Figure 1. Placed standard cells.
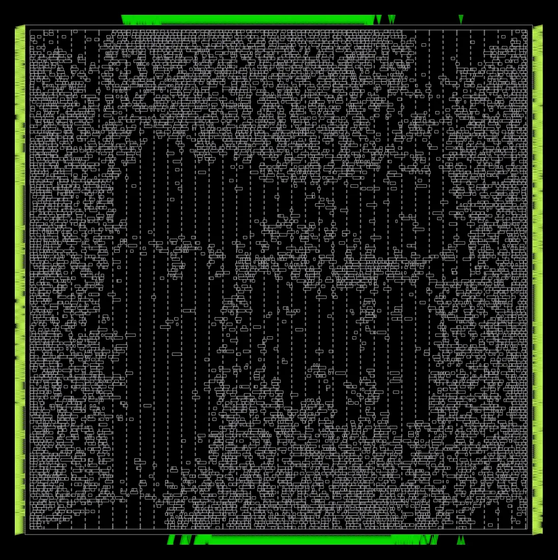
Figure 2. Routed metal, one colour a layer.
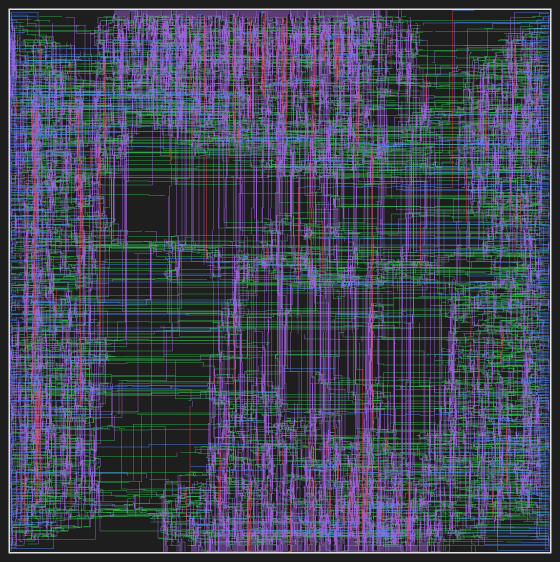
[config.mk]
export PLATFORM = sky130hd
export DESIGN_NAME = h14tx_packet_picker
export DESIGN_NICKNAME = d
export VERILOG_FILES = /design/src/rtl/h14tx_pkg.sv /design/src/rtl/h14tx_packet_picker.sv
export SDC_FILE = /design/constraint.sdc
export NUM_CORES = 2
export LEC_CHECK = 0
export CAP_MARGIN = 15
export CORE_AREA = 5 5 504 506
export CTS_BUF_LIST = sky130_fd_sc_hd__clkbuf_8
export CTS_CLUSTER_SIZE = 14
export DETAILED_ROUTE_END_ITERATION = 10
export DIE_AREA = 0 0 509 511
export MAX_ROUTING_LAYER = met4
export PLACE_DENSITY = 0.37
export SETUP_SLACK_MARGIN = 0.05
export SYNTH_ARGS = -nofsm -noshare
export SYNTH_HDL_FRONTEND = slang
export SYNTH_SLANG_ARGS = --single-unit
[constraint.sdc]
create_clock -name clk -period 1.95 [get_ports clk]
set_clock_uncertainty 0.2 [all_clocks]
set_input_delay 0.39 -clock clk [delete_from_list [all_inputs] [get_ports clk]]
set_output_delay 0.39 -clock clk [all_outputs]
set_load 0.01 [all_outputs]
[src/rtl/h14tx_pkg.sv]
// rtl/h14tx_pkg.sv - HDMI TX packet types, packet kinds and ACR packet builder
package h14tx_pkg;

  // sub[i][7:0] is SB0 of subpacket i; header[7:0] is HB0
  typedef struct packed {
    logic [3:0][55:0] sub;
    logic [23:0]      header;
  } packet_t;

  typedef enum logic [2:0] {
    KIND_NULL      = 3'd0,
    KIND_ACR       = 3'd1,
    KIND_AUDIO     = 3'd2,
    KIND_INFOFRAME = 3'd3
  } pkt_kind_e;

  localparam logic [23:0] ACR_HEADER = 24'h000001;

  function automatic packet_t pack_acr(input logic [19:0] cts, input logic [19:0] n);
    packet_t     p;
    logic [55:0] sb;
    sb = {n[7:0], n[15:8], {4'h0, n[19:16]},
          cts[7:0], cts[15:8], {4'h0, cts[19:16]}, 8'h00};
    p.header = ACR_HEADER;
    for (int i = 0; i < 4; i++) begin
      p.sub[i] = sb;
    end
    return p;
  endfunction

endpackage

[src/rtl/h14tx_packet_picker.sv]
// rtl/h14tx_packet_picker.sv - per-slot HDMI packet selection (ACR > audio > InfoFrame > null)
// Optional statistics counters enabled by H14TX_PICKER_STATS_EN.
module h14tx_packet_picker
  import h14tx_pkg::*;
#(
  parameter int IF_COUNT = 3
) (
  input  logic                         clk,
  input  logic                         rst,
  input  logic                         load,
  input  logic                         frame_start,
  input  logic                         acr_tick,
  input  logic [19:0]                  acr_cts,
  input  logic [19:0]                  acr_n,
  input  logic                         aud_valid,
  input  packet_t                      aud_pkt,
  output logic                         aud_ready,
  input  logic [IF_COUNT-1:0]          if_en,
  input  packet_t [IF_COUNT-1:0]       if_pkt,
  output packet_t                      packet,
  output pkt_kind_e                    kind
`ifdef H14TX_PICKER_STATS_EN
  ,
  input  logic                         stats_clr,
  output logic [7:0]                   acr_overrun_cnt,
  output logic [7:0]                   if_miss_cnt
`endif
);

  logic                   acr_pending;
  logic [19:0]            acr_cts_q;
  logic [19:0]            acr_n_q;
  logic [IF_COUNT-1:0]    if_pending;
  packet_t [IF_COUNT-1:0] if_shadow;

  packet_t                next_pkt;
  pkt_kind_e              next_kind;
  logic                   acr_sel;
  logic                   aud_sel;
  logic                   if_hit;
  logic                   if_take;
  logic [IF_COUNT-1:0]    if_clr;
  packet_t                if_sel_pkt;

  always_comb begin
    next_pkt   = '0;
    next_kind  = KIND_NULL;
    acr_sel    = 1'b0;
    aud_sel    = 1'b0;
    if_hit     = 1'b0;
    if_take    = 1'b0;
    if_clr     = '0;
    if_sel_pkt = '0;
    // descending scan so the lowest pending index is the one that sticks
    for (int i = IF_COUNT - 1; i >= 0; i--) begin
      if (if_pending[i]) begin
        if_hit     = 1'b1;
        if_clr     = '0;
        if_clr[i]  = 1'b1;
        if_sel_pkt = if_shadow[i];
      end
    end
    if (acr_pending) begin
      acr_sel   = 1'b1;
      next_pkt  = pack_acr(acr_cts_q, acr_n_q);
      next_kind = KIND_ACR;
    end else if (aud_valid) begin
      aud_sel   = 1'b1;
      next_pkt  = aud_pkt;
      next_kind = KIND_AUDIO;
    end else if (if_hit) begin
      if_take   = 1'b1;
      next_pkt  = if_sel_pkt;
      next_kind = KIND_INFOFRAME;
    end
  end

  assign aud_ready = load && !rst && aud_sel;

  always_ff @(posedge clk) begin
    if (rst) begin
      packet      <= '0;
      kind        <= KIND_NULL;
      acr_pending <= 1'b0;
      acr_cts_q   <= '0;
      acr_n_q     <= '0;
      if_pending  <= '0;
      if_shadow   <= '0;
    end else begin
      if (load) begin
        packet <= next_pkt;
        kind   <= next_kind;
      end
      // a fresh tick re-arms even when this load consumes the old ACR values
      if (acr_tick) begin
        acr_pending <= 1'b1;
        acr_cts_q   <= acr_cts;
        acr_n_q     <= acr_n;
      end else if (load && acr_sel) begin
        acr_pending <= 1'b0;
      end
      if (frame_start) begin
        if_shadow  <= if_pkt;
        if_pending <= if_en;
      end else if (load && if_take) begin
        if_pending <= if_pending & ~if_clr;
      end
    end
  end

`ifdef H14TX_PICKER_STATS_EN
  always_ff @(posedge clk) begin
    if (rst || stats_clr) begin
      acr_overrun_cnt <= 8'd0;
      if_miss_cnt     <= 8'd0;
    end else begin
      if (acr_tick && acr_pending && acr_overrun_cnt != 8'hFF) begin
        acr_overrun_cnt <= acr_overrun_cnt + 8'd1;
      end
      if (frame_start && (|if_pending) && if_miss_cnt != 8'hFF) begin
        if_miss_cnt <= if_miss_cnt + 8'd1;
      end
    end
  end
`endif

endmodule

==> job_summary.md <==
### Flow metrics

| Metric | Value |
|---|---|
| Critical path destination | aud_ready |
| Vias in the first global route | 49900 |
| Worst r2r src | acr_pending |
| Outcome | finished with violations |
| Worst Setup Path Type | flop to primary output |
| Crit-path max FO | 2 |
| Die span in y | 511 µm |
| Via-to-Cell Ratio | roughly 4.3 |
| Failing checks | negative hold slack, negative setup slack |
| Total Neg Setup Slack | -23.30 ns |
| Initial antenna violation count | around 160 |
| Final WS setup | -0.437 ns |
| Post-synth ARST share | 0 |
| TritonCTS clock tree | yes |
| Synth flops | between 1000 and 1500 |
| R2R Setup Slk | -0.14 ns |
| Final WL | approximately 320000 µm |
| Tool Warnings | 30 |
| Crit path DRT | between 1 and 1.5 ns |
| Finished Cell Area | ~0.086 mm² |
| Hold slack | -0.00544 ns |
| Final number of setup-violating endpoints | between 400 and 500 |
| Post-synth top cells | 1038 x dfxtp_1, 937 x nor2_1, 784 x mux2i_1 |
| Pwr dens | ~720 mW/mm² |
| Layout area overhead | 98.1% |
| Fin util | 0.344 |
| CP startpoint kind | flop |
| Area leader share | 0.480 |
| Fin nets | ~9000 |
| Final Hold Fails | 5 |
Back to the opening pictures, Figure 1:
post-route non-filler standard cell count: 11400
Fillers: 25800
# Taps: 3348

Back to the opening pictures, Figure 2:
| colour | layer | wire length |
|---|---|---|
| purple | M2 | 152 mm |
| blue | M3 | 27.5 mm |
| green | M1 | 134 mm |
| red | M4 | 10000 µm |

-- power by group --
group / leakage (nW) / total (mW) / internal [mW] / switching, mW
Clock: 2.53 / 24.1 / 12.9 / 11.2
Combinational: 24.1 / 13.9 / 7.47 / 6.47
Sequential: 8.68 / 23.5 / 22.5 / 0.953
-- state kept, by name, indices dropped and copies added (netlist names) --
name / count
acr_cts_q: 20
acr_n_q: 20
acr_pending: 1
if_pending: 3
if_shadow: 744
kind: 2
packet: 248
-- worst max-delay path, cell delays in order (launching register included) --
cell	delay, ns
dfxtp_4	0.35
nand2b_4	0.15
nor2_4	0.10
and2_4	0.15
buf_8	0.13
-- layout make-up --
cell class / instances / area (µm²)
Antenna cell: 135 / 338
Sequential cell: 1038 / 21300
Clock inverter: 115 / 707
Clock buffer: 265 / 3650
Inverter: 10 / 58.8
Timing Repair Buffer: 3046 / 33400
Tap cell: 3348 / 4190
Fill cell: 25800 / 164000
Multi-Input combinational cell: 3415 / 22200
-- stage by stage --
step	total power [mW]	setup WS, ns
after floorplan	27.3	0.215
after global placement	33.8	-0.434
after detailed placement	33.8	-0.440
after CTS	61.3	-0.590
after global routing	64.2	-0.586
final	61.5	-0.437
-- logic make-up after synthesis --
kind of cell,Yosys count,share of synthesized area
flops,1038,0.480
mux,784,0.181
compound gates,1255,0.163
simple gates,1375,0.126
other cells,1,0.0000866
buf+inv,454,0.0502
-- layer usage --
| layer | vias up | global-route usage | wire length, µm |
|---|---|---|---|
| li1 | 23100 | - | - |
| met1 | 23700 | 0.279 | 134000 |
| met2 | 1809 | 0.386 | 152000 |
| met3 | 440 | 0.0796 | 27500 |
| met4 | 0 | 0.0668 | 10000 |
| met5 | - | - | 0 |
Power is estimated from default activity; no workload was simulated.
